**src/rtl/prbs_randomizer.sv**
```systemverilog
// Serial PRBS data randomizer, generator 1 + x^14 + x^15.
// One bit per clock when enabled; the seed can be reloaded at any edge.
// data_out is combinational: the bit in the current cycle is scrambled
// with the feedback of the state held during that cycle.
module prbs_randomizer #(
  parameter int unsigned LFSR_LEN = 15,
  parameter int unsigned TAP_A    = 14,
  parameter int unsigned TAP_B    = 15
) (
  input  logic                clk,
  input  logic                reset,
  input  logic                load,
  input  logic                en,
  input  logic [LFSR_LEN-1:0] seed,
  input  logic                data_in,
  output logic                data_out
);

  // Stage k of the register is r_state[k]; seed bit k-1 lands in stage k.
  logic [LFSR_LEN:1] r_state;
  logic              w_fb;

  assign w_fb = r_state[TAP_A] ^ r_state[TAP_B];

  // LFSR state: async clear, then load over shift over hold.
  always_ff @(posedge clk or negedge reset) begin
    if (!reset) begin
      r_state <= '0;
    end else if (load) begin
      r_state <= seed;
    end else if (en) begin
      r_state <= {r_state[LFSR_LEN-1:1], w_fb};
    end
  end

  // Scramble the current bit when enabled, otherwise pass it through.
  always_comb begin
    data_out = data_in;
    if (en) begin
      data_out = data_in ^ w_fb;
    end
  end

endmodule

```
**config.mk**
```make
export PLATFORM = sky130hd
export DESIGN_NAME = prbs_randomizer
export DESIGN_NICKNAME = d
export VERILOG_FILES = /design/src/rtl/prbs_randomizer.sv
export SDC_FILE = /design/constraint.sdc
export NUM_CORES = 1
export LEC_CHECK = 0
export CORE_MARGIN = 3
export CORE_UTILIZATION = 35
export CTS_BUF_LIST = sky130_fd_sc_hd__clkbuf_4 sky130_fd_sc_hd__clkbuf_8 sky130_fd_sc_hd__clkbuf_16
export DETAILED_ROUTE_END_ITERATION = 8
export GPL_TIMING_DRIVEN = 0
export SLEW_MARGIN = 0
export SYNTH_ARGS = -nofsm -noshare
export SYNTH_HDL_FRONTEND = slang
export SYNTH_SLANG_ARGS = --single-unit
```
**constraint.sdc**
```tcl
create_clock -name clk -period 1.2 [get_ports clk]
set_input_delay 0.24 -clock clk [delete_from_list [all_inputs] [get_ports clk]]
set_output_delay 0.24 -clock clk [all_outputs]
set_load 0.01 [all_outputs]
```
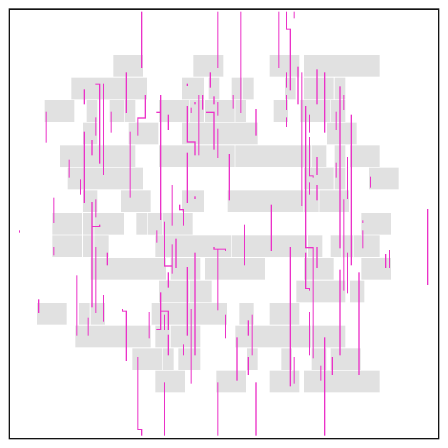
Figure 1: run 1, metal 2.
- longest straight run: 19.4 µm
- main direction: vertical
- wire length on this layer: 579 µm
- share of all routed wire: 43%
GRT met2 Usage: 0.178
Detailed Route WL: 1360 µm
Via Count: 533

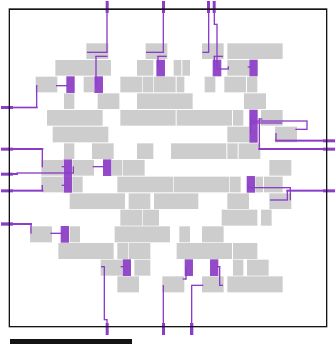
Figure 2: run 1, port wiring.
The bar under the picture is 20 µm long.
- seed: purple (bits 15; direction input; end cells 15; buffers 15; wire 190 µm)
top-level I/O count: 21
IO Port Bufs: 18

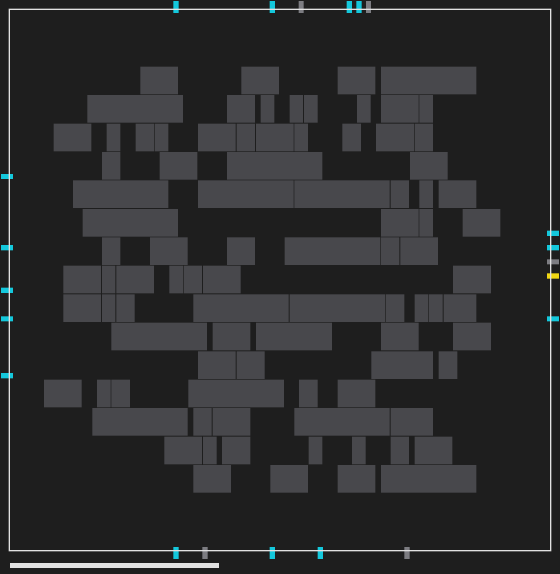
Figure 3: run 1, ports around the boundary.
The bar under the picture is 20 µm long. Pins as bars across the die edge, other pins in grey.
- data_in: yellow (pins 1; direction input; edge right)
- seed: cyan (pins 15; direction input; edge 5 left, 4 top, 3 right, 3 bottom)

==> notes.md, run 1 <==
Summary of implementation figures.

Power and ir drop
The combinational share of power is 0.194. Of the total power, registers draw 0.524. In this run the power spent charging and discharging nets is 289 µW. Summing internal, switching and leakage power gives between 1000 and 1500 µW.

Power spread over the standard cell area amounts to about 1200 mW/mm².

Cells and area
The post-route standard cell area excluding fillers is 965 µm². The register area is between 300 and 400 µm². Per the layout area report, the sequential fraction of cell area is 0.389. Per the final report, the share of cell area in clock cells is 0.0311.

STA
The final max-slew violation count is 0. The final-report setup violation count is 1. The clock arrives with 0.00102 ns of skew. Hold is met by about 0.30 ns.

Once routing completed, OpenROAD measured the worst setup slack at -0.292 ns. The transition time at the pin with the least slew margin is a little under 0.7 ns.

Clock network
The register clock-pin slew on the reported worst setup and hold paths is approximately 0.09 ns. TritonCTS built the clock tree. The TritonCTS sink count is 15. Per the repair_timing log after CTS, setup buffers inserted total 0.

For the worst-skew pair, the clock arrives at the later sink with an insertion delay of ~0.28 ns. Looking at the clock tree report, the H-tree level count equals 1. The buffer depth of the longest clock path is 2.

Synthesis
Per the synthesis report, the XOR/XNOR share of the synthesized area is 0.0344. For reference, the top cells by count after synthesis are 16 x nand2_1, 15 x dfrtp_1, 15 x mux2i_1, 15 x o21ai_1, 3 x clkbuf_1. The tally of yosys warning messages is 0. The dominant register cell in the synthesized netlist is dfrtp_1. For this run, the register share of the synthesized area comes to 0.515. The share of synthesized cell area in and-or and or-and compound cells is 0.103. Yosys shows that the main logic family after synthesis is multiplexers.

Setup path
The worst register-to-register path ends at r_state[1].

Run status
The checks that failed: negative setup slack. The run finished, with violations left.

Detailed routing
In the detailed route, the total length drawn on met3 is about 75 µm. The post-route report lists met1 wire length as 658 µm.

Min path
The number of instances on the worst hold path is 3.

Floorplan
The share of the core filled by cells before placement is 0.396. For this floorplan the total number of well-tap instances is 25.

Global routing
The busiest layer in global routing is met2. The total grt overflow is 0. met1 track demand over resource after global routing is 0.144.
## run 1: layout by cell type (no fill, tap or decap), drive strengths merged
cell,netlist,layout
dfrtp,15,15
o21ai,15,15
mux2i,15,15
xnor2,1,1
clkbuf,3,7
buf,2,3
xor2,1,1
clkdlybuf4s50,0,17
nand2,16,16
## run 1: stage by stage
step | util | TNS [ns]
3_3_place_gp | 0.511 | -0.415
2_1_floorplan | - | 0
6_report | 0.524 | -0.292
4_1_cts | 0.524 | -0.309
5_1_grt | 0.524 | -0.391
3_5_place_dp | 0.511 | -0.434
## run 1: critical path: stages (launching register included)
cell and delay [ns]:
dfrtp_1 0.43, xor2_2 0.16, nand2_1 0.08, xnor2_1 0.14, buf_2 0.16
==> run 1 -> run 2 <==
--- a/config.mk
+++ b/config.mk
@@ -8,8 +8,10 @@
 export CORE_MARGIN = 3
 export CORE_UTILIZATION = 35
 export CTS_BUF_LIST = sky130_fd_sc_hd__clkbuf_4 sky130_fd_sc_hd__clkbuf_8 sky130_fd_sc_hd__clkbuf_16
+export CTS_CLUSTER_DIAMETER = 30
 export DETAILED_ROUTE_END_ITERATION = 8
 export GPL_TIMING_DRIVEN = 0
+export MAX_ROUTING_LAYER = met4
 export SLEW_MARGIN = 0
 export SYNTH_ARGS = -nofsm -noshare
 export SYNTH_HDL_FRONTEND = slang
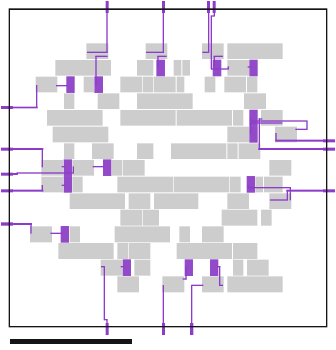
Figure 4: run 2, port wiring.
The bar under the picture is 20 µm long.
- seed: purple (bits 15; direction input; end cells 15; buffers 15; wire 191 µm)

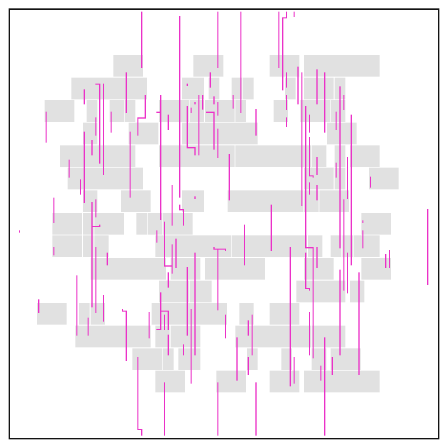
Figure 5: run 2, metal 2.
- wire length on this layer: 595 µm
- main direction: vertical
- longest straight run: 21.8 µm
- share of all routed wire: 44%
- nets with wire on the layer: 81

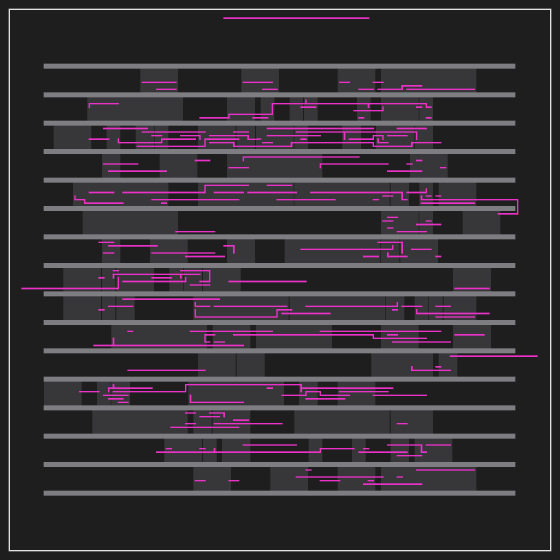
Figure 6: run 2, met1 routing.
Supply wires on this layer in grey.
- main direction: horizontal
- share of all routed wire: 49%
- longest straight run: 15.6 µm

==> notes.md, run 2 <==
Summary of implementation figures.

Run status
The run finished, with violations left. The final reports fail on negative setup slack.

Clock network
The latest clock arrival within the worst-skew pair is 0.28 ns (about the same). The post-CTS hold buffer count recorded in the log is 0. TritonCTS built the clock tree. The H-tree depth was 1 (unchanged). The buffer depth of the longest clock path is 2 (unchanged). The TritonCTS sink count is 15 (unchanged).

The register clock-pin slew on the reported worst setup and hold paths is 0.09 ns (about the same). The total of cells resized after clock tree synthesis is 4.

STA
The final max-slew violation count was 0 (unchanged). The final setup TNS was -0.292 ns (-0.000258 ns). The transition time at the pin with the least slew margin is 0.675 ns (-0.000193 ns). The clock skew after layout came to 0.000904 ns (-0.000121 ns).

The post-route worst hold slack was 0.298 ns (-0.000258 ns). The post-route worst setup slack is -0.292 ns (-0.000258 ns). The final period demand of the worst path is 1.49 ns.

The final-report setup violation count was 1 (unchanged). The share of the cycle needed by the critical path after routing is 1.24.

Synthesis
Of the combinational cells, the family taking the most area is multiplexers. The synthesized-area fraction occupied by xor and xnor cells is 0.0344 (unchanged). The share of synthesized cell area in and-or and or-and compound cells is 0.103 (unchanged). Among all flip-flop cells after synthesis, the most frequent one is dfrtp_1. The tally of yosys warning messages is 0 (unchanged). In the synthesized netlist, the cells that appear most often are 16 x nand2_1, 15 x dfrtp_1, 15 x mux2i_1, 15 x o21ai_1, 3 x clkbuf_1.

Power and ir drop
The switching power of the nets is 289 µW (about the same). The share of total power in sequential cells is 0.524 (about the same). The final total power was 1130 µW (about the same). The combinational share of power is 0.194 (about the same). The switching part of the total is 0.257.

The power per cell area is 1170 mW/mm² (about the same).

Detailed routing
The violation tally recorded at the end of detailed-routing iteration 0 is 3. The via count was 531 (-0.38%). The total wire length came to 1360 µm (+0.22%). The detailed route wirelength on metal3 is 62 µm (-17%).

Using the TritonRoute via totals, the vias-per-cell ratio works out to around 4.6.

Place
The placement stage leaves a total instance area of approximately 940 µm². The number of buffers inserted by port buffering is 18 (unchanged).

Floorplan
The share of the core filled by cells before placement came to 0.396 (unchanged). According to the floorplan report, the placeable core area is ~0.0018 mm².

Global routing
The met1 capacity usage during global routing is 0.144 (unchanged). The total grt overflow is 0 (unchanged). The met2 usage was 0.178 (unchanged). The busiest layer in global routing is met2.

Setup path
The reg-to-reg endpoint is r_state[1]. The maximum fanout count along the critical path is 3.

Cells and area
The leading cell type in the layout, fill and taps excluded is clkdlybuf4s50_1. The post-route standard cell area excluding fillers is 965 µm² (unchanged). Ranking logic cells in the layout by count gives the top entries 17 x clkdlybuf4s50_1, 16 x nand2_1, 15 x mux2i_1, 15 x o21ai_1, 15 x dfrtp_1.

The utilization of the core after routing came to 0.524 (unchanged).
==> run 2: cell counts in the layout (fill, tap and decap cells not counted) <==
No cell type changed its count.
==> run 2: critical path, stage by stage, from the launching register on <==
cell and delay, ns:
dfrtp_1 0.43, xor2_2 0.16, nand2_1 0.08, xnor2_1 0.14, buf_2 0.16
==> run 2: layout make-up <==
class	instances	area, µm²	share of cell area
Tap cell	25	31.3	0.0324
Timing Repair Buffer	18	175	0.182
Clock buffer	4	30.0	0.0311
Buffer	5	42.5	0.0441
Sequential cell	15	375	0.389
Multi-Input combinational cell	48	310	0.322
==> run 2: stage by stage <==
step | cells | setup slack [ns]
floorplan | 68 | 0.107
detailed placement | 111 | -0.434
global placement | 111 | -0.415
CTS | 115 | -0.309
global route | 115 | -0.391
finish | 115 | -0.292
Power and IR drop assume default switching activity.
